[src/rtl/pipe_stage_reg_if.sv]
// pipe_stage_reg_if
//   One valid/ready stream channel carrying a control bundle plus NWORDS
//   32-bit payload words. The producer side uses the master modport and the
//   consumer side uses the slave modport.
//   valid : entry is present this cycle (driven by master)
//   ready : consumer accepts this cycle (driven by slave)
//   ctrl  : control bundle, CTRL_W bits (driven by master)
//   data  : payload, word k at [32k+31:32k] (driven by master)
interface pipe_stage_reg_if #(
  parameter int CTRL_W = 3,
  parameter int NWORDS = 3
);
  logic                   valid;
  logic                   ready;
  logic [CTRL_W-1:0]      ctrl;
  logic [32*NWORDS-1:0]   data;

  modport master (output valid, output ctrl, output data, input ready);
  modport slave  (input valid, input ctrl, input data, output ready);
endinterface

[src/rtl/pipe_stage_reg.sv]
// pipe_stage_reg
//   Generic inter-stage pipeline register with valid/ready handshake,
//   synchronous flush and an optional 2-entry skid buffer. Empty or flushed
//   slots present all-zero control and data so a bubble never causes a
//   write-back side effect downstream. A saturating counter records the
//   number of cycles the output was empty (CPI debug).
// Parameters
//   CTRL_W : control bundle width (>=1)
//   NWORDS : number of 32-bit payload words (>=1)
//   SKID   : 1 = 2-entry skid buffer, registered up.ready
//            0 = single entry, up.ready combinational from dn.ready
//   CNT_W  : bubble counter width
// Ports
//   clk        : clock, rising edge
//   rst        : asynchronous active-high reset
//   flush      : synchronous kill of all held entries
//   up         : upstream channel (slave), up.ready is the stage's in_ready
//   dn         : downstream channel (master), dn.ready = 0 stalls the stage
//   bubble_cnt : cycles with dn.valid = 0 since reset, saturating
module pipe_stage_reg #(
  parameter int CTRL_W = 3,
  parameter int NWORDS = 3,
  parameter int SKID   = 1,
  parameter int CNT_W  = 32
) (
  input  logic                 clk,
  input  logic                 rst,
  input  logic                 flush,
  pipe_stage_reg_if.slave      up,
  pipe_stage_reg_if.master     dn,
  output logic [CNT_W-1:0]     bubble_cnt
);

  localparam int DATA_W = 32 * NWORDS;

  // Occupancy encoding {skid_valid, main_valid}
  localparam logic [1:0] ST_EMPTY = 2'b00;
  localparam logic [1:0] ST_FULL  = 2'b01;
  localparam logic [1:0] ST_SKID  = 2'b11;

  logic                 main_valid_r;
  logic [CTRL_W-1:0]    main_ctrl_r;
  logic [DATA_W-1:0]    main_data_r;
  logic                 skid_valid_r;
  logic [CTRL_W-1:0]    skid_ctrl_r;
  logic [DATA_W-1:0]    skid_data_r;

  logic                 main_valid_s;
  logic [CTRL_W-1:0]    main_ctrl_s;
  logic [DATA_W-1:0]    main_data_s;
  logic                 skid_valid_s;
  logic [CTRL_W-1:0]    skid_ctrl_s;
  logic [DATA_W-1:0]    skid_data_s;

  logic                 in_ready_s;
  logic                 xfer_in_s;
  logic                 xfer_out_s;
  logic [1:0]           state_s;

  // With a skid buffer the upstream ready is a pure register output, so no
  // combinational path runs from dn.ready back to up.ready.
  generate
    if (SKID != 0) begin : g_skid_ready
      assign in_ready_s = ~skid_valid_r;
    end else begin : g_comb_ready
      assign in_ready_s = ~main_valid_r | dn.ready;
    end
  endgenerate

  assign up.ready   = in_ready_s;
  assign xfer_in_s  = up.valid & in_ready_s;
  assign xfer_out_s = main_valid_r & dn.ready;
  assign state_s    = {skid_valid_r, main_valid_r};

  // Outputs come straight from the main entry, which is kept zeroed when empty.
  assign dn.valid = main_valid_r;
  assign dn.ctrl  = main_ctrl_r;
  assign dn.data  = main_data_r;

  // Next-state of the main and skid entries.
  always_comb begin
    main_valid_s = main_valid_r;
    main_ctrl_s  = main_ctrl_r;
    main_data_s  = main_data_r;
    skid_valid_s = skid_valid_r;
    skid_ctrl_s  = skid_ctrl_r;
    skid_data_s  = skid_data_r;

    if (flush) begin
      // Flush wins over everything; an entry offered this cycle is dropped.
      main_valid_s = 1'b0;
      main_ctrl_s  = {CTRL_W{1'b0}};
      main_data_s  = {DATA_W{1'b0}};
      skid_valid_s = 1'b0;
      skid_ctrl_s  = {CTRL_W{1'b0}};
      skid_data_s  = {DATA_W{1'b0}};
    end else begin
      case (state_s)
        ST_EMPTY: begin
          if (xfer_in_s) begin
            main_valid_s = 1'b1;
            main_ctrl_s  = up.ctrl;
            main_data_s  = up.data;
          end else begin
            main_valid_s = 1'b0;
          end
        end
        ST_FULL: begin
          if (xfer_in_s && xfer_out_s) begin
            main_ctrl_s  = up.ctrl;
            main_data_s  = up.data;
          end else if (xfer_out_s) begin
            main_valid_s = 1'b0;
            main_ctrl_s  = {CTRL_W{1'b0}};
            main_data_s  = {DATA_W{1'b0}};
          end else if (xfer_in_s && (SKID != 0)) begin
            // Downstream stalled while upstream delivered: park in the skid.
            skid_valid_s = 1'b1;
            skid_ctrl_s  = up.ctrl;
            skid_data_s  = up.data;
          end else begin
            main_valid_s = 1'b1;
          end
        end
        ST_SKID: begin
          if (xfer_out_s) begin
            main_ctrl_s  = skid_ctrl_r;
            main_data_s  = skid_data_r;
            skid_valid_s = 1'b0;
            skid_ctrl_s  = {CTRL_W{1'b0}};
            skid_data_s  = {DATA_W{1'b0}};
          end else begin
            skid_valid_s = 1'b1;
          end
        end
        default: begin
          // Skid without main is unreachable; recover to empty.
          main_valid_s = 1'b0;
          main_ctrl_s  = {CTRL_W{1'b0}};
          main_data_s  = {DATA_W{1'b0}};
          skid_valid_s = 1'b0;
          skid_ctrl_s  = {CTRL_W{1'b0}};
          skid_data_s  = {DATA_W{1'b0}};
        end
      endcase
    end
  end

  // Entry registers, cleared asynchronously by rst.
  always_ff @(posedge clk or posedge rst) begin
    if (rst) begin
      main_valid_r <= 1'b0;
      main_ctrl_r  <= {CTRL_W{1'b0}};
      main_data_r  <= {DATA_W{1'b0}};
      skid_valid_r <= 1'b0;
      skid_ctrl_r  <= {CTRL_W{1'b0}};
      skid_data_r  <= {DATA_W{1'b0}};
    end else begin
      main_valid_r <= main_valid_s;
      main_ctrl_r  <= main_ctrl_s;
      main_data_r  <= main_data_s;
      skid_valid_r <= skid_valid_s;
      skid_ctrl_r  <= skid_ctrl_s;
      skid_data_r  <= skid_data_s;
    end
  end

  // Saturating count of cycles presenting a bubble downstream.
  always_ff @(posedge clk or posedge rst) begin
    if (rst) begin
      bubble_cnt <= {CNT_W{1'b0}};
    end else if (!main_valid_r && (bubble_cnt != {CNT_W{1'b1}})) begin
      bubble_cnt <= bubble_cnt + CNT_W'(1);
    end else begin
      bubble_cnt <= bubble_cnt;
    end
  end

endmodule
[src/flat_wrapper.sv]
// flat-port wrapper written by rule: the top's interface ports become plain ports
module pipe_stage_reg_flat 
#(
  parameter int CTRL_W = 3,
  parameter int NWORDS = 3,
  parameter int SKID   = 1,
  parameter int CNT_W  = 32
)
  (clk, rst, flush, bubble_cnt, up_valid, up_ctrl, up_data, up_ready, dn_valid, dn_ctrl, dn_data, dn_ready);
  pipe_stage_reg_if #(.CTRL_W(CTRL_W), .NWORDS(NWORDS)) up_i ();
  pipe_stage_reg_if #(.CTRL_W(CTRL_W), .NWORDS(NWORDS)) dn_i ();
  input  logic clk;
  input  logic rst;
  input  logic flush;
  output logic [CNT_W-1:0] bubble_cnt;
  input wire logic [$bits(up_i.valid)-1:0] up_valid;
  input wire logic [$bits(up_i.ctrl)-1:0] up_ctrl;
  input wire logic [$bits(up_i.data)-1:0] up_data;
  output wire logic [$bits(up_i.ready)-1:0] up_ready;
  output wire logic [$bits(dn_i.valid)-1:0] dn_valid;
  output wire logic [$bits(dn_i.ctrl)-1:0] dn_ctrl;
  output wire logic [$bits(dn_i.data)-1:0] dn_data;
  input wire logic [$bits(dn_i.ready)-1:0] dn_ready;
  assign up_i.valid = up_valid;
  assign up_i.ctrl = up_ctrl;
  assign up_i.data = up_data;
  assign up_ready = up_i.ready;
  assign dn_valid = dn_i.valid;
  assign dn_ctrl = dn_i.ctrl;
  assign dn_data = dn_i.data;
  assign dn_i.ready = dn_ready;
  pipe_stage_reg #(.CTRL_W(CTRL_W), .NWORDS(NWORDS), .SKID(SKID), .CNT_W(CNT_W)) u_core (.clk(clk), .rst(rst), .flush(flush), .up(up_i), .dn(dn_i), .bubble_cnt(bubble_cnt));
endmodule
[config.mk]
export PLATFORM = sky130hd
export DESIGN_NAME = pipe_stage_reg_flat
export DESIGN_NICKNAME = d
export VERILOG_FILES = /design/src/rtl/pipe_stage_reg_if.sv /design/src/rtl/pipe_stage_reg.sv /design/src/flat_wrapper.sv
export SDC_FILE = /design/constraint.sdc
export NUM_CORES = 1
export LEC_CHECK = 0
export ABC_AREA = 1
export CAP_MARGIN = 30
export CORE_AREA = 2 2 198 200
export DETAILED_ROUTE_END_ITERATION = 10
export DIE_AREA = 0 0 200 202
export GPL_ROUTABILITY_DRIVEN = 0
export SETUP_SLACK_MARGIN = 0.15
export SLEW_MARGIN = 10
export SYNTH_ARGS = -nofsm -noshare
export SYNTH_HDL_FRONTEND = slang
export SYNTH_SLANG_ARGS = --single-unit
[constraint.sdc]
create_clock -name clk -period 25.8 [get_ports clk]
set_clock_uncertainty 0.1 [all_clocks]
set_input_delay 7.74 -clock clk [delete_from_list [all_inputs] [get_ports clk]]
set_output_delay 7.74 -clock clk [all_outputs]
set_load 0.01 [all_outputs]
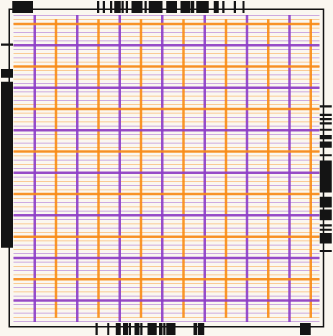
**Above:** power grid.
Pins as bars on the die edge.
color	net
orange	VDD
purple	VSS
met1 rails	73
met5 straps	14
signal pins	237
met4 straps	14

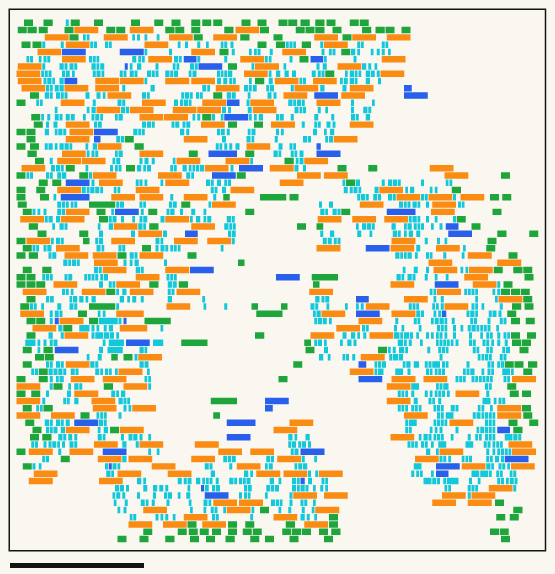
**Above:** placement by cell class.
Bar = 50 microns.
color	class	cells
blue	clock drivers and dummy loads	54
green	other buffers and delay cells	254
orange	flip-flops	232
cyan	all other logic	1228

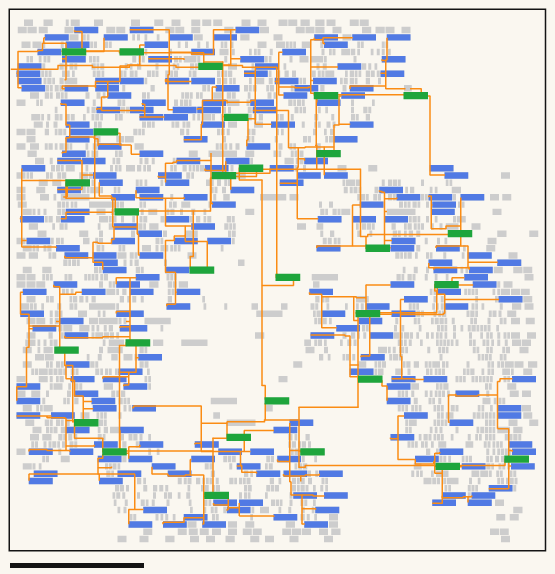
**Above:** routed clock nets over the placement.
Bar = 50 microns.
[green] cells driving clock nets | count: 29
[orange] clock wires | length: 3660 microns
[blue] flip-flops | count: 232
routed clock nets	30
flops lie	spread over the die

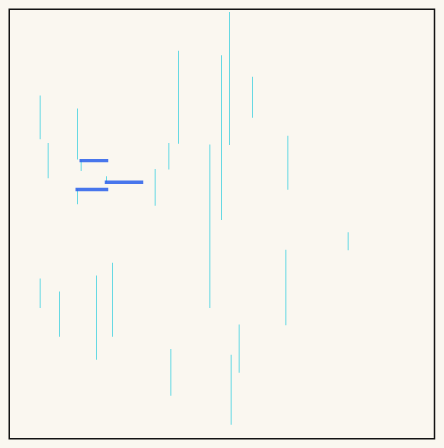
**Above:** routed metal, one color a layer.
Two of the layers only.
color	layer	wire length
blue	met5	42.3 microns
cyan	met4	638 microns
GRT Resource Usage Total: 17.9%
wire length after detailed routing: 36.1 mm
routed wirelength normalized by instance count: 15.8 microns
overall via count from detail_route: 10800

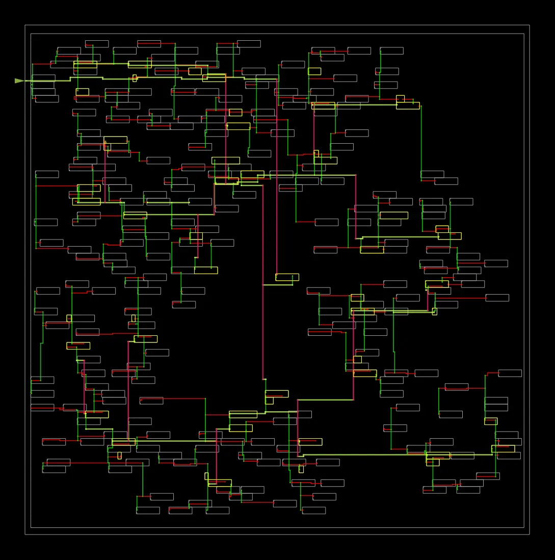
**Above:** the clock network.
Clock buffer cells: 42
source-to-sink clock delay at the later pin of the worst-skew pair: 0.55 ns
power dissipated in the clock network: 437 uW

==> reports/metrics.cfg <==
[status]
run_status=complete, no violations

[drt]
drt.antenna.violating_nets=0
drt_pre_antenna_iters=5
detailroute.wirelength.met2_mm=16.5
first_iter_violations=545
drcViolationCount=0
met1_length_mm=16.3

[final_timing]
hold_viol_final=0
worst_slew_margin_rel_pct=34.9
maxSlewViolCount=0
hold_ws_ns=0.375
setup_ws_ns=15.60
finalSetupViolCount=0
timing.final.crit_period_ns=10.20
worst_pin_slew_ns=0.976
clock.fmax_ghz=0.0981
total_negative_setup_slack_ns=0

[worst_setup_path]
regToRegStartpoint=u_core.dn.valid$_DFFE_PP0P_
critical_path.slowest_cell=o21ai_4
worstSetupStartpoint=flush
setup.worst_path.end_class=flop
cp.arrival_ns=10.52
path_max_fanout=82
type_of_the_worst_setup_path=in -> reg
worst_r2r_endpoint=u_core.skid_ctrl_r[2]$_DFFE_PP0P_
cp.required_ns=26.12
timing.critical_path.from_type=primary input
critical_path.max_stage_delay_ns=0.61
ff2ff_setup_slack_ns=22.24

[global_route]
globalRouteMet2Util_pct=28.3
gr-usage-met1_pct=24.1
grt.met3_usage_pct=4.59
grt_max_degree=103
gr_ovfl_total=0
grt_antenna_before_repair=7

[yosys]
synth.cellmix.adderShare_pct=0.110
synth.yosys.num_cells=1561
aoi_share_pct=4.93
top_cells_by_count=nand2_1, dfrtp_1, nand3_1
synthMostInstantiatedCell=nand2_1
synth-simple-area-share_pct=37.8
ys_dominant_reg_cell=dfrtp_1
synthDominantCellAreaShare_pct=51.0
topCellsByArea=dfrtp_1, nand2_1, nand3_1, o21ai_0, clkbuf_1
ys_sh_xor_pct=1.08
netlist_instances=1561
postSynthNetCount=1666
enable_flop_cells=0
synthTopLogicFamily=simple AND/OR/NAND/NOR gates
post_synth.cell_area_avg_sq_um=7.29

[final_layout]
fillCellCount=3907
layout_top_cell_excl_fill_tap=nand2_1
stdcell_area_sq_mm=0.0154
seq-cell-share_pct=37.9
final_cell_mix=nand2_1, clkdlybuf4s50_1, dfrtp_1
fin_nets=1850
area.share.combinational_pct=32.8
clkCellAreaFrac_pct=6.76
n_sequential_cell=232
biggestCellCategory=flip-flops and latches
area_growth_pct=34.9
final_core_util_pct=40.1

[floorplanning]
die_area_sq_mm=0.0404
floorplan.die.width_microns=200
core_area_sq_mm=0.0383
std_cell_rows=72
die-height_microns=202

[clock_tree]
cts_post_setup_buffers_inserted=0
cts_inserted_buffers=29
cts_hold_buffers=0
tritoncts_sink_count=232
ctsResizeCount=0
clock_tree.htree_level_count=1

[power_and_ir_drop]
power.sequential.total_uw=428
pg_comb_uw=201
power.share.switching_pct=28.8
net-switching-power_uw=307
internal_power_uw=760
p_leak_nw=7.22
seq_power_share_pct=40.1

[placement]
placed_cells=2231
post_dp_cell_area_sq_mm=0.0143
detailed_place_hpwl_mm=22.9

[worst_hold_path]
min_path_type=reg -> reg
min-delay-start=u_core.dn.data[11]$_DFFE_PP0P_

Power is estimated from default activity; no workload was simulated.
